==> config.mk <==
export PLATFORM = sky130hd
export DESIGN_NAME = gcd_load_client
export DESIGN_NICKNAME = d
export VERILOG_FILES = /design/src/rtl/gcd_pkg.sv /design/src/rtl/gcd_lfsr32.sv /design/src/rtl/gcd_load_client.sv
export SDC_FILE = /design/constraint.sdc
export NUM_CORES = 1
export LEC_CHECK = 0
export ABC_AREA = 1
export CAP_MARGIN = 5
export CORE_ASPECT_RATIO = 1.25
export CORE_MARGIN = 5
export CORE_UTILIZATION = 40
export DETAILED_ROUTE_END_ITERATION = 8
export PLACE_DENSITY_LB_ADDON = 0.1
export SLEW_MARGIN = 20
export SYNTH_ARGS = -nofsm -noshare
export SYNTH_HDL_FRONTEND = slang
export SYNTH_SLANG_ARGS = --single-unit
==> constraint.sdc <==
create_clock -name clk -period 5.1 [get_ports clk]
set_input_delay 1.02 -clock clk [delete_from_list [all_inputs] [get_ports clk]]
set_output_delay 1.02 -clock clk [all_outputs]
set_load 0.1 [all_outputs]
==> src/rtl/gcd_pkg.sv <==
// rtl/gcd_pkg.sv - shared types and constants for the GCD load client
//
// Holds the client FSM state encoding, the LFSR tap mask, the value used in
// place of an all-zero LFSR seed, and the one-step LFSR function shared by
// both operand generators.

package gcd_pkg;

    typedef enum logic [1:0] {
        IDLE  = 2'd0,
        RUN   = 2'd1,
        DRAIN = 2'd2,
        DONE  = 2'd3
    } gcd_state_e;

    // Galois feedback mask applied when the bit shifted out is 1.
    localparam logic [31:0] LFSR_TAPS = 32'h8020_0003;

    // An all-zero LFSR would lock up, so a zero seed is replaced by this.
    localparam logic [31:0] LFSR_ZERO_SUB = 32'h1;

    function automatic logic [31:0] lfsr_next(input logic [31:0] s);
        logic [31:0] shifted;
        shifted = s >> 1;
        return s[0] ? (shifted ^ LFSR_TAPS) : shifted;
    endfunction

endpackage

==> src/rtl/gcd_lfsr32.sv <==
// rtl/gcd_lfsr32.sv - 32-bit Galois LFSR with load, zero-seed substitution and step enable
//
// Ports:
//   clk    in   clock
//   reset  in   synchronous active-high reset, returns state to RESET_VAL
//   load   in   load seed (substituting LFSR_ZERO_SUB for a zero seed); wins over step
//   seed   in   32-bit seed value
//   step   in   advance one Galois step
//   state  out  current 32-bit LFSR state

import gcd_pkg::*;

module gcd_lfsr32 #(
    parameter logic [31:0] RESET_VAL = 32'h1
) (
    input  logic        clk,
    input  logic        reset,
    input  logic        load,
    input  logic [31:0] seed,
    input  logic        step,
    output logic [31:0] state
);

    logic [31:0] state_q;
    logic [31:0] state_d;

    always_comb begin
        state_d = state_q;
        if (load) begin
            state_d = (seed == 32'h0) ? LFSR_ZERO_SUB : seed;
        end else if (step) begin
            state_d = lfsr_next(state_q);
        end
    end

    always_ff @(posedge clk) begin
        if (reset) begin
            state_q <= RESET_VAL;
        end else begin
            state_q <= state_d;
        end
    end

    assign state = state_q;

endmodule

==> src/rtl/gcd_load_client.sv <==
// rtl/gcd_load_client.sv - credit-limited pseudo-random traffic source for the GCD coprocessor
//
// On an accepted start, issues cfg_count pseudo-random operand pairs over the
// operands val/rdy interface with at most MAX_OUT requests outstanding, and
// folds every returned result into a rotate-XOR signature.
//
// Ports:
//   clk, reset         clock, synchronous active-high reset
//   start              launch pulse, honoured in IDLE or DONE only
//   cfg_count          number of requests in the run (sampled on start)
//   cfg_seed           LFSR seed (sampled on start); B generator uses ~cfg_seed
//   busy / done        RUN or DRAIN / DONE
//   result_count       results received in the current or last run
//   signature          rotate-left-by-one then XOR of each received result
//   operands_*         operand pair stream towards the coprocessor
//   result_*           result stream from the coprocessor

import gcd_pkg::*;

module gcd_load_client #(
    parameter int W       = 32,
    parameter int CW      = 16,
    parameter int MAX_OUT = 4
) (
    input  logic          clk,
    input  logic          reset,
    input  logic          start,
    input  logic [CW-1:0] cfg_count,
    input  logic [31:0]   cfg_seed,
    output logic          busy,
    output logic          done,
    output logic [CW-1:0] result_count,
    output logic [W-1:0]  signature,
    output logic          operands_val,
    output logic [W-1:0]  operands_bits_A,
    output logic [W-1:0]  operands_bits_B,
    input  logic          operands_rdy,
    input  logic          result_val,
    input  logic [W-1:0]  result_bits,
    output logic          result_rdy
);

    localparam int             IFW       = $clog2(MAX_OUT + 1);
    localparam logic [IFW-1:0] MAX_OUT_C = IFW'(MAX_OUT);

    gcd_state_e     state_q, state_d;
    logic [CW-1:0]  count_q, count_d;
    logic [CW-1:0]  issued_q, issued_d;
    logic [CW-1:0]  result_count_q, result_count_d;
    logic [IFW-1:0] in_flight_q, in_flight_d;
    logic [W-1:0]   signature_q, signature_d;

    logic [31:0]    lfsr_a;
    logic [31:0]    lfsr_b;
    logic [31:0]    seed_b;
    logic [W-1:0]   a_low;
    logic [W-1:0]   b_low;

    logic           start_ok;
    logic           op_xfer;
    logic           res_xfer;

    assign start_ok = start && ((state_q == IDLE) || (state_q == DONE));
    assign op_xfer  = operands_val && operands_rdy;
    assign res_xfer = result_val && result_rdy;
    assign seed_b   = ~cfg_seed;

    // The LFSRs only move on an operand transfer, so the pair on the bus is
    // held steady for as long as the coprocessor stalls.
    gcd_lfsr32 #(
        .RESET_VAL (32'h0000_0001)
    ) u_lfsr_a (
        .clk   (clk),
        .reset (reset),
        .load  (start_ok),
        .seed  (cfg_seed),
        .step  (op_xfer),
        .state (lfsr_a)
    );

    gcd_lfsr32 #(
        .RESET_VAL (32'hFFFF_FFFF)
    ) u_lfsr_b (
        .clk   (clk),
        .reset (reset),
        .load  (start_ok),
        .seed  (seed_b),
        .step  (op_xfer),
        .state (lfsr_b)
    );

    // Narrow operands can still be zero even though the LFSR never is;
    // GCD with a zero operand is avoided by driving 1 instead.
    assign a_low = lfsr_a[W-1:0];
    assign b_low = lfsr_b[W-1:0];

    always_comb begin
        operands_bits_A = (a_low == '0) ? W'(1) : a_low;
        operands_bits_B = (b_low == '0) ? W'(1) : b_low;
    end

    // operands_val depends only on registered state. Once raised it can only
    // drop after a transfer: in_flight only falls on a result, issued only
    // rises on a transfer, and RUN is only left on the last transfer.
    always_comb begin
        busy         = (state_q == RUN) || (state_q == DRAIN);
        done         = (state_q == DONE);
        result_rdy   = (state_q == RUN) || (state_q == DRAIN);
        operands_val = (state_q == RUN) && (in_flight_q < MAX_OUT_C) &&
                       (issued_q != count_q);
    end

    always_comb begin
        state_d        = state_q;
        count_d        = count_q;
        issued_d       = issued_q;
        result_count_d = result_count_q;
        in_flight_d    = in_flight_q;
        signature_d    = signature_q;

        if (op_xfer) begin
            issued_d = issued_q + CW'(1);
        end

        if (res_xfer) begin
            result_count_d = result_count_q + CW'(1);
            signature_d    = {signature_q[W-2:0], signature_q[W-1]} ^ result_bits;
        end

        // A stray result with nothing outstanding is accepted but must not
        // wrap the credit counter.
        if (op_xfer && !res_xfer) begin
            in_flight_d = in_flight_q + IFW'(1);
        end else if (!op_xfer && res_xfer && (in_flight_q != '0)) begin
            in_flight_d = in_flight_q - IFW'(1);
        end

        unique case (state_q)
            IDLE, DONE: begin
                if (start_ok) begin
                    state_d        = RUN;
                    count_d        = cfg_count;
                    issued_d       = '0;
                    result_count_d = '0;
                    in_flight_d    = '0;
                    signature_d    = '0;
                end
            end
            RUN: begin
                if (count_q == '0) begin
                    state_d = DONE;
                end else if (op_xfer && (issued_d == count_q)) begin
                    state_d = DRAIN;
                end
            end
            DRAIN: begin
                if (result_count_d == count_q) begin
                    state_d = DONE;
                end
            end
            default: begin
                state_d = IDLE;
            end
        endcase
    end

    always_ff @(posedge clk) begin
        if (reset) begin
            state_q        <= IDLE;
            count_q        <= '0;
            issued_q       <= '0;
            result_count_q <= '0;
            in_flight_q    <= '0;
            signature_q    <= '0;
        end else begin
            state_q        <= state_d;
            count_q        <= count_d;
            issued_q       <= issued_d;
            result_count_q <= result_count_d;
            in_flight_q    <= in_flight_d;
            signature_q    <= signature_d;
        end
    end

    assign result_count = result_count_q;
    assign signature    = signature_q;

`ifndef SYNTHESIS
    // A result with no request outstanding means the coprocessor broke protocol.
    result_without_request: assert property (
        @(posedge clk) disable iff (reset) res_xfer |-> (in_flight_q != '0)
    );
`endif

endmodule
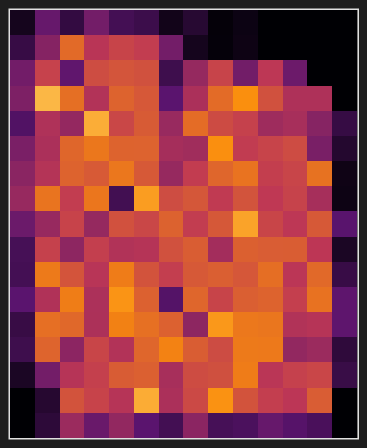
Fig. 1. Cell density map (run 1).
The die is cut into 14 by 17 equal tiles; black is low, pale yellow is high, 0 to 100% covered.
mean over tiles: 44%
emptiest ninth of the die: upper right
fullest tile: 84%
tiles over 75% full: 4.2%
core footprint: 20700 um^2
Util after Layout: 0.524
Initial Utilization: 0.405

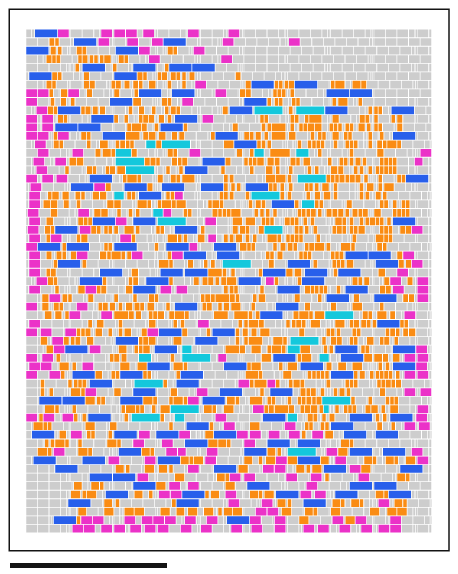
Fig. 2. Placed cells, one color a class (run 1).
Bar = 50 um. Fill, decap, tap and diode cells in gray.
[blue] flip-flops | cells: 149
[orange] all other logic | cells: 987
[magenta] other buffers and delay cells | cells: 208
[cyan] clock drivers and dummy loads | cells: 32

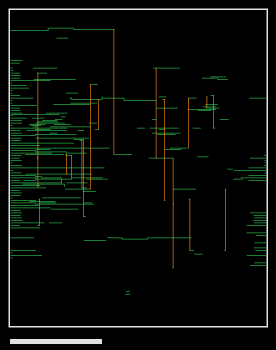
Fig. 3. Routed metal, one color a layer (run 1).
Bar = 50 um. Only two layers are drawn.
[green] met3 | wire length: 1960 um
[orange] met4 | wire length: 587 um

==> flow_metrics.py, run 1 <==
# Metrics from the implementation run
metrics = {
    "floorplanning": {
        "die_h_um": 172,
        "rows": 59,
    },
    "cts": {
        "cts_sinks": 149,
        "clkLatencyLatePin_ps": 430,
        "cts_tree": "done",
    },
    "global_route": {
        "track_usage": 0.226,
    },
    "setup_path": {
        "cp.arrival_ps": 2990,
        "crit_cells": 7,
        "r2r_setup_slack_ps": 2320,
        "worst-path-buf-inv": 2,
    },
    "finish": {
        "fin_area_um2": 10900,
        "fillers": 2071,
        "mi_logic_area_um2": 4580,
        "fin_nets": 1458,
    },
    "timing": {
        "fin_worst_skew_ps": 10.1,
        "tns_ps": 0,
        "fin_crit_sh": 0.785,
    },
    "power": {
        "p_leak_nw": 4.34,
        "maxPowerGroup": "combinational cells",
        "internal_power_mw": 3.42,
        "p_seq_mw": 1.89,
        "p_sw_mw": 4.74,
    },
    "detailed_routing": {
        "drc_errors": 0,
        "met1_length_um": 11100,
    },
    "synth": {
        "synth_cell_type_count": 41,
        "synth_flops": 149,
        "fp_nets": 1349,
    },
    "place": {
        "place_congestion": 0.916,
        "port-buffer-count": 200,
    },
    "run_status": {
        "status": "finished clean",
    },
}
==> run 2: changes to the inputs <==
==> constraint.sdc (replaced) <==
create_clock -name clk -period 3.35 [get_ports clk]
set_input_delay 0.67 -clock clk [delete_from_list [all_inputs] [get_ports clk]]
set_output_delay 0.67 -clock clk [all_outputs]
set_load 0.1 [all_outputs]
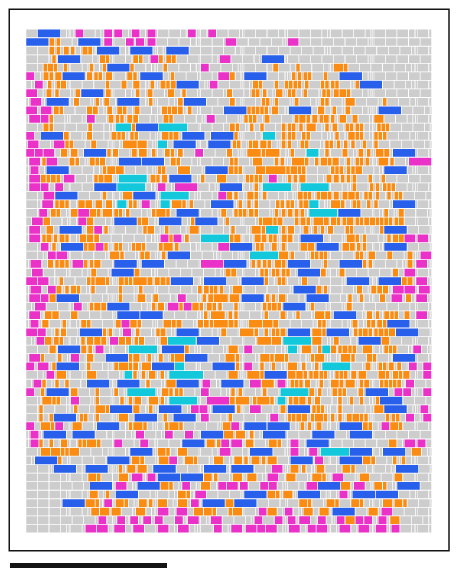
Fig. 4. Placed cells, one color a class (run 2).
Bar = 50 um. Fill, decap, tap and diode cells in gray.
[cyan] clock drivers and dummy loads | cells: 31
[magenta] other buffers and delay cells | cells: 211
[orange] all other logic | cells: 987
[blue] flip-flops | cells: 149
site row count: 59
flop share of the area: 0.280

==> run 2 against run 1 <==
Effect of this change: sequential share of layout area rose by 0.54 points; setup slack got worse by 590 ps; global-route usage fell by 0.36 points; non-clock buffer count rose by 3; via count barely moved; cell area fell by 1.9%; power rose by 51%; critical endpoint unchanged; largest cell class unchanged.
==> flow_metrics.py, run 2 <==
# Metrics from the implementation run
metrics = {
    "cts": {
        "clkLatencyLatePin_ps": 430,
        "cts_tree": "done",
        "cts_sinks": 149,
        "cts_setup_buffers": 0,
    },
    "detailed_routing": {
        "drc_errors": 0,
        "avgViaCountPerCell": 5.17,
        "met1_length_um": 10800,
    },
    "floorplanning": {
        "n_tap_cell": 274,
        "design.core.area_um2": 20700,
        "die_h_um": 172,
        "initCoreUtil": 0.405,
    },
    "finish": {
        "fin_nets": 1461,
        "num-multi-input-gates": 899,
        "mi_logic_area_um2": 4580,
        "fillers": 2132,
        "fin_area_um2": 10700,
    },
    "setup_path": {
        "r2r_setup_slack_ps": 660,
        "cp.arrival_ps": 2180,
        "critical_path.startpoint": "u_lfsr_a.state[0]",
        "crit_cells": 7,
    },
    "run_status": {
        "status": "finished clean",
    },
    "timing": {
        "tns_ps": 0,
        "fin_crit_sh": 0.850,
        "fin_worst_skew_ps": 16.1,
    },
    "power": {
        "maxPowerGroup": "combinational cells",
        "p_sw_mw": 7.17,
        "p_seq_mw": 2.90,
        "p_leak_nw": 4.51,
    },
    "synth": {
        "syn_inst": 1254,
        "fp_nets": 1349,
        "synth_flops": 149,
        "logic_family": "simple AND/OR/NAND/NOR gates",
        "synthXorXnorAreaFrac": 0.0636,
    },
    "place": {
        "port-buffer-count": 200,
    },
    "global_route": {
        "track_usage": 0.222,
    },
}
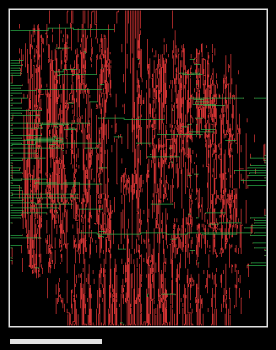
Fig. 5. Routed metal, one color a layer (run 2).
Bar = 50 um. Only two layers are drawn.
[red] met2 | wire length: 14000 um
[green] met3 | wire length: 1530 um

Power figures rest on the tool's default switching activity, not on a simulated workload.
